--- src/rtl/instr_fetch_unit.sv ---
// instr_fetch_unit: fetch stage that feeds the IF/ID instruction register from a combinational 128x16 IRAM
// Ports:
//   CLK        in   1  system clock, rising edge
//   RESET      in   1  asynchronous active-high reset
//   STALL      in   1  hold request from decode/hazard logic
//   BR_TAKEN   in   1  redirect request for the instruction in IR
//   BR_TARGET  in   8  redirect byte address (bit 0 ignored)
//   IRAM_ADDR  out  8  byte address to IRAM (the PC)
//   IRAM_DATA  in  16  word returned by IRAM in the same cycle
//   IR         out 16  latched instruction
//   IR_PC      out  8  byte address IR was fetched from
//   PC_PLUS2   out  8  IR_PC + 2, modulo 256
//   IR_VALID   out  1  IR holds a live instruction
//   HALTED     out  1  fetch is halted on an all-zero word
//   FETCH_CNT  out 16  saturating count of valid words loaded into IR
module instr_fetch_unit #(
    parameter logic [7:0] RESET_PC     = 8'h00,
    parameter bit         HALT_ON_ZERO = 1'b1
) (
    input  logic        CLK,
    input  logic        RESET,
    input  logic        STALL,
    input  logic        BR_TAKEN,
    input  logic [7:0]  BR_TARGET,
    output logic [7:0]  IRAM_ADDR,
    input  logic [15:0] IRAM_DATA,
    output logic [15:0] IR,
    output logic [7:0]  IR_PC,
    output logic [7:0]  PC_PLUS2,
    output logic        IR_VALID,
    output logic        HALTED,
    output logic [15:0] FETCH_CNT
);
    typedef enum logic [1:0] {BOOT, RUN, HALT} state_t;

    state_t      state, state_n;
    logic [7:0]  pc, pc_n, ir_pc_n;
    logic [15:0] ir_n, cnt_n;
    logic        valid_n;

    assign IRAM_ADDR = pc;
    assign PC_PLUS2  = IR_PC + 8'd2;
    assign HALTED    = (state == HALT);

    always_comb begin
        state_n = state;
        pc_n    = pc;
        ir_n    = IR;
        ir_pc_n = IR_PC;
        valid_n = IR_VALID;
        cnt_n   = FETCH_CNT;
        case (state)
            BOOT: state_n = RUN;
            RUN: begin
                if (BR_TAKEN) begin
                    pc_n    = BR_TARGET & 8'hFE;
                    valid_n = 1'b0;
                end else if (!STALL) begin
                    if (HALT_ON_ZERO && IRAM_DATA == 16'h0000) begin
                        valid_n = 1'b0;
                        state_n = HALT;
                    end else begin
                        ir_n    = IRAM_DATA;
                        ir_pc_n = pc;
                        valid_n = 1'b1;
                        pc_n    = pc + 8'd2;
                        cnt_n   = FETCH_CNT + {15'd0, ~&FETCH_CNT};
                    end
                end
            end
            HALT: begin
                valid_n = 1'b0;
                if (BR_TAKEN) begin
                    pc_n    = BR_TARGET & 8'hFE;
                    state_n = RUN;
                end
            end
            default: state_n = BOOT;
        endcase
    end

    always_ff @(posedge CLK or posedge RESET) begin
        if (RESET) begin
            state     <= BOOT;
            pc        <= RESET_PC & 8'hFE;
            IR        <= 16'h0000;
            IR_PC     <= 8'h00;
            IR_VALID  <= 1'b0;
            FETCH_CNT <= 16'h0000;
        end else begin
            state     <= state_n;
            pc        <= pc_n;
            IR        <= ir_n;
            IR_PC     <= ir_pc_n;
            IR_VALID  <= valid_n;
            FETCH_CNT <= cnt_n;
        end
    end
endmodule

--- config.mk ---
export PLATFORM = sky130hd
export DESIGN_NAME = instr_fetch_unit
export DESIGN_NICKNAME = d
export VERILOG_FILES = /design/src/rtl/instr_fetch_unit.sv
export SDC_FILE = /design/constraint.sdc
export NUM_CORES = 1
export LEC_CHECK = 0
export CAP_MARGIN = 15
export CORE_ASPECT_RATIO = 0.7
export CORE_UTILIZATION = 35
export CTS_BUF_LIST = sky130_fd_sc_hd__clkbuf_16
export CTS_CLUSTER_DIAMETER = 150
export DETAILED_ROUTE_END_ITERATION = 8
export RECOVER_POWER = 25
export SYNTH_ARGS = -nofsm -noshare
export SYNTH_HDL_FRONTEND = slang
export SYNTH_SLANG_ARGS = --single-unit
--- constraint.sdc ---
create_clock -name CLK -period 2.2 [get_ports CLK]
set_input_delay 0.44 -clock CLK [delete_from_list [all_inputs] [get_ports CLK]]
set_output_delay 0.44 -clock CLK [all_outputs]
set_load 0.01 [all_outputs]
### Signal wires on met1, run 1

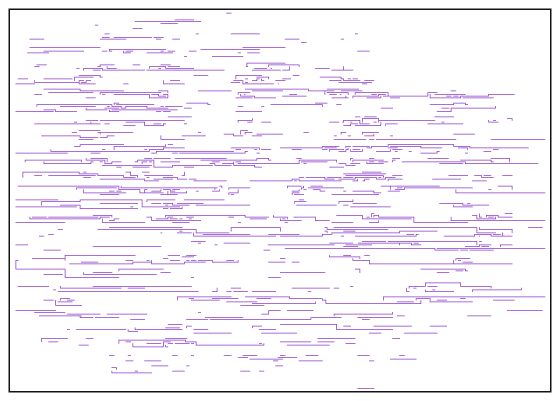
nets with wire on the layer: 303
longest straight run: 31.7 µm

### Register map, names as in the netlist, run 1

Other sequential cells in the stronger gray, the rest of the logic in the fainter gray.
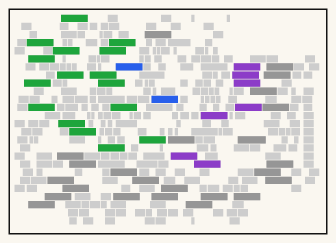
legend:
  IRAM_ADDR:
    color: purple
    flops: 7
  FETCH_CNT:
    color: green
    flops: 16
  state:
    color: blue
    flops: 2
not colored: 24

### M2 wires, run 1

Cells faint in the background.
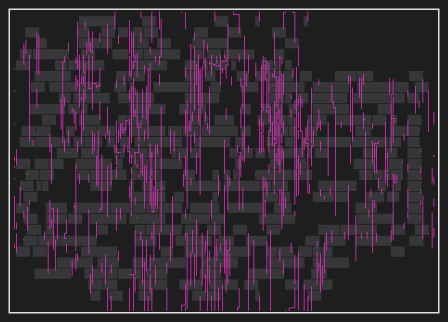
wire length on this layer: 2560 µm
longest straight run: 32.0 µm
nets with wire on the layer: 316

==> impl_metrics.tcl, run 1 <==
# yosys + openroad results
set metrics [dict create \
    cp_top_family "buffers and inverters" \
    layout_top_cells "clkdlybuf4s50_1 (78), dfrtp_1 (48), buf_4 (33)" \
    fmax_ghz 0.4792 \
    antenna_found_initial 0 \
    grt-ovfl-total 0 \
    drt-met1-wl_um 3221 \
    fa_ha_area_share_pct 2.355 \
    swShare_pct 29.49 \
    wire_per_inst_um 14.31 \
    drive_gt1_share_pct 24.39 \
    top_cells_by_count "dfrtp_1 (49), mux2_4 (19), xor2_1 (15)" \
    ys_types 51 \
    top_cell_area_share_pct 46.16 \
    via_count 2051 \
    use_met1_pct 23.53 \
    outcome "complete, no violations" \
    p_comb_share_pct 39.1 \
    area_leaders "dfrtp_1 (46%), mux2_4 (11%), xor2_1 (4.9%)" \
    fin_crit_ns 2.087 \
    hold_slack_ns 0.4984 \
    worstSetupPathDepth 4 \
    largest_cell_class "logic gates" \
    p_clk_uw 713 \
    chipArea_um2 7948 \
    gp_congestion 0.7535 \
    worstSetupStartpoint "IR_PC[3]" \
    power_frac_clock_pct 22.4 \
    ys_cells 215 \
    synth_area_leader_cell "dfrtp_1" \
    wl_met3_um 271 \
    antenna_cells 0 \
    cts.clk_slew.worst_paths_ns 0.06 \
    reg.largest.list "FETCH_CNT x16, IR x16" \
    setup.worst_path.class "flip-flop to primary output" \
    ant_nets 0 \
    min_period_over_period_pct 94.86 \
    worstPathArrival_ns 1.65 \
    timing.setup.tns_ns 0 \
    required_ns 1.76 \
    clkCellAreaFrac_pct 3.387 \
    grt_pass1_wl_um 9749 \
    async_reset_ff_share_pct 100.0 \
    setup_viol 0 \
]
--- run 2 (diff from run 1) ---
--- a/config.mk
+++ b/config.mk
@@ -12,6 +12,7 @@
 export CTS_CLUSTER_DIAMETER = 150
 export DETAILED_ROUTE_END_ITERATION = 8
 export RECOVER_POWER = 25
+export SKIP_CTS_REPAIR_TIMING = 1
 export SYNTH_ARGS = -nofsm -noshare
 export SYNTH_HDL_FRONTEND = slang
 export SYNTH_SLANG_ARGS = --single-unit
==> run 2 against run 1 <==
Cell count increased by 0.47%. Area after synthesis did not move. Final area up 0.58%. Die area unchanged. Maximum frequency about the same. Synthesized cell count stayed put. Non-clock buffer count grew 2. Critical path type unchanged. Critical endpoint unchanged. Largest cell class unchanged.
==> impl_metrics.tcl, run 2 <==
# yosys + openroad results
set metrics [dict create \
    outcome "complete, no violations" \
    top_cell_area_share_pct 46.16 \
    gp_congestion 0.7535 \
    largest_cell_class "logic gates" \
    p_clk_uw 716 \
    use_met1_pct 23.53 \
    clkCellAreaFrac_pct 3.367 \
    worstSetupStartpoint "IR_PC[4]" \
    synthFlopType "dfrtp_1" \
    setup.worst_path.class "flip-flop to primary output" \
    worstSetupPathDepth 4 \
    layout_top_cells "clkdlybuf4s50_1 (78), dfrtp_1 (48), buf_4 (35)" \
    grt-ovfl-total 0 \
    antenna_cells 0 \
    fa_ha_area_share_pct 2.355 \
    via_count 2045 \
    drive_gt1_share_pct 24.85 \
    timing.setup.tns_ns 0 \
    p_comb_share_pct 39.7 \
    cp_top_family "buffers and inverters" \
    area_leaders "dfrtp_1 (46%), mux2_4 (11%), xor2_1 (4.9%)" \
    min_period_over_period_pct 94.95 \
    ys_cells 215 \
    async_reset_ff_share_pct 100.0 \
    syn_area_um2 2656 \
    ys_types 51 \
    hold_slack_ns 0.4984 \
    fin_crit_ns 2.089 \
    wl_met3_um 265 \
    drt-met1-wl_um 3256 \
    required_ns 1.76 \
    reg.largest.list "FETCH_CNT x16, IR x16" \
    fmax_ghz 0.4787 \
    chipArea_um2 7948 \
    synth_area_leader_cell "dfrtp_1" \
    top_cells_by_count "dfrtp_1 (49), mux2_4 (19), xor2_1 (15)" \
    power_frac_clock_pct 22.2 \
    synthSimpleGateAreaFrac_pct 16.72 \
    cts.clk_slew.worst_paths_ns 0.06 \
    antenna_found_initial 0 \
    power_leader "combinational cells" \
    ant_nets 0 \
    met3_usage_pct 3.550 \
]
### Register map, names as in the netlist, run 2

Other sequential cells in the stronger gray, the rest of the logic in the fainter gray.
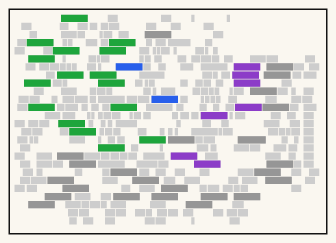
legend:
  IRAM_ADDR:
    color: purple
    flops: 7
  state:
    color: blue
    flops: 2
  FETCH_CNT:
    color: green
    flops: 16

### Cell outlines without signal wires, run 2

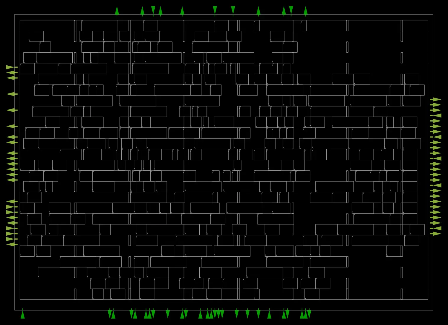
Tapcell Cnt: 98
fillers: 641

--- run 3 (diff from run 2) ---
--- a/config.mk
+++ b/config.mk
@@ -5,12 +5,13 @@
 export SDC_FILE = /design/constraint.sdc
 export NUM_CORES = 1
 export LEC_CHECK = 0
-export CAP_MARGIN = 15
+export CAP_MARGIN = 30
 export CORE_ASPECT_RATIO = 0.7
-export CORE_UTILIZATION = 35
+export CORE_UTILIZATION = 46
 export CTS_BUF_LIST = sky130_fd_sc_hd__clkbuf_16
 export CTS_CLUSTER_DIAMETER = 150
 export DETAILED_ROUTE_END_ITERATION = 8
+export PLACE_DENSITY = 0.8
 export RECOVER_POWER = 25
 export SKIP_CTS_REPAIR_TIMING = 1
 export SYNTH_ARGS = -nofsm -noshare
==> run 3 against run 2 <==
Sequential share of layout area up 0.17 points. Synthesized cell count unchanged. Largest cell class unchanged. Combinational power about the same. Cell count down 6.8%. Area after synthesis unchanged.
==> impl_metrics.tcl, run 3 <==
# yosys + openroad results
set metrics [dict create \
    outcome "complete, no violations" \
    antenna_cells 0 \
    reg.largest.list "FETCH_CNT x16, IR x16" \
    drt-met1-wl_um 3028 \
    nFillCells 400 \
    async_reset_ff_share_pct 100.0 \
    ys_cells 215 \
    wl_met3_um 376 \
    cts.clk_slew.worst_paths_ns 0.06 \
    use_met1_pct 30.23 \
    required_ns 2.35 \
    fin_crit_ns 2.131 \
    synthFlopType "dfrtp_1" \
    port_buffers 81 \
    top_cell_area_share_pct 46.16 \
    p_comb_share_pct 38.2 \
    worstPathArrival_ns 2.28 \
    layout_top_cells "clkdlybuf4s50_1 (78), dfrtp_1 (47), buf_4 (32)" \
    worstSetupPathDepth 8 \
    setup.worst_path.class "flip-flop to flip-flop" \
    timing.setup.tns_ns 0 \
    syn_area_um2 2656 \
    swShare_pct 28.68 \
    r2r_start "FETCH_CNT[8]" \
    grt_pass1_wl_um 10490 \
    chipArea_um2 6087 \
    met3_usage_pct 5.093 \
    drive_gt1_share_pct 25.08 \
    top_cells_by_count "dfrtp_1 (49), mux2_4 (19), xor2_1 (15)" \
    taps 72 \
    min_period_over_period_pct 96.88 \
    worstSetupStartpoint "FETCH_CNT[8]" \
    power_leader "combinational cells" \
    hold_slack_ns 0.5047 \
    grt-ovfl-total 0 \
    area_leaders "dfrtp_1 (46%), mux2_4 (11%), xor2_1 (4.9%)" \
    synth_area_leader_cell "dfrtp_1" \
    grt_usage_pct 22.20 \
    slew_headroom_pct 44.33 \
    wire_per_inst_um 15.97 \
    clkCellAreaFrac_pct 4.148 \
    fa_ha_area_share_pct 2.355 \
    gp_congestion 0.8354 \
    power_frac_clock_pct 24.9 \
    cp_top_family "simple AND/OR/NAND/NOR gates" \
    antenna_found_initial 0 \
    fmax_ghz 0.4692 \
]
### Signal wires on met1, run 3

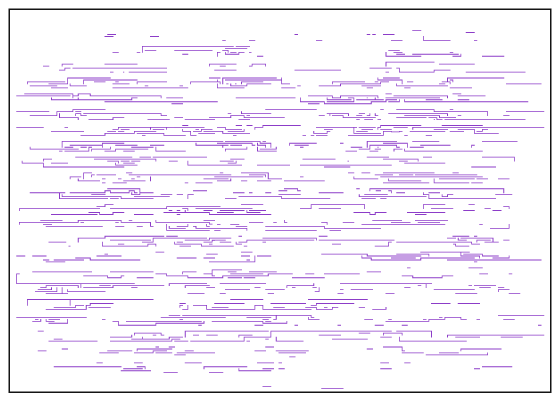
longest straight run: 27.6 µm
share of all routed wire: 48%
wire length on this layer: 3030 µm
main direction: horizontal
nets with wire on the layer: 303

### Register map, names as in the netlist, run 3

Other sequential cells in the stronger gray, the rest of the logic in the fainter gray.
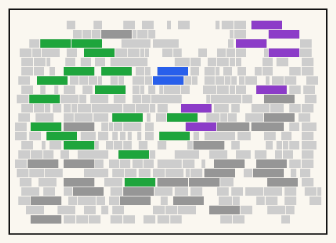
legend:
  FETCH_CNT:
    color: green
    flops: 16
  state:
    color: blue
    flops: 2
  IRAM_ADDR:
    color: purple
    flops: 7
    where: top right
not colored: 24


## Gallery

Cell density map.
panel A
9 x 7 tiles, from white (low) to dark blue (high), 0 to 100% covered.
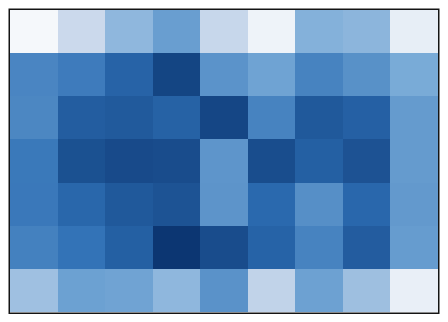
panel B
11 x 7 tiles, from white (low) to dark blue (high), 0 to 100% covered.
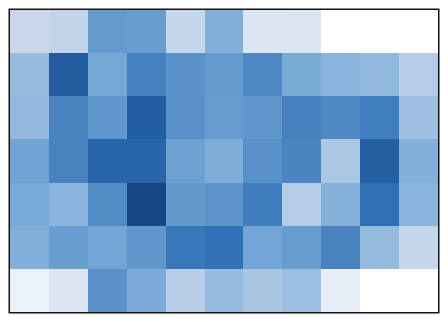
For run 2, see panel B.
For run 3, see panel A.
- highest utilization: panel A

Key to panel A:
fullest tile: 98%
mean over tiles: 63%
tiles over 75% full: 38%

Power is estimated from default activity; no workload was simulated.
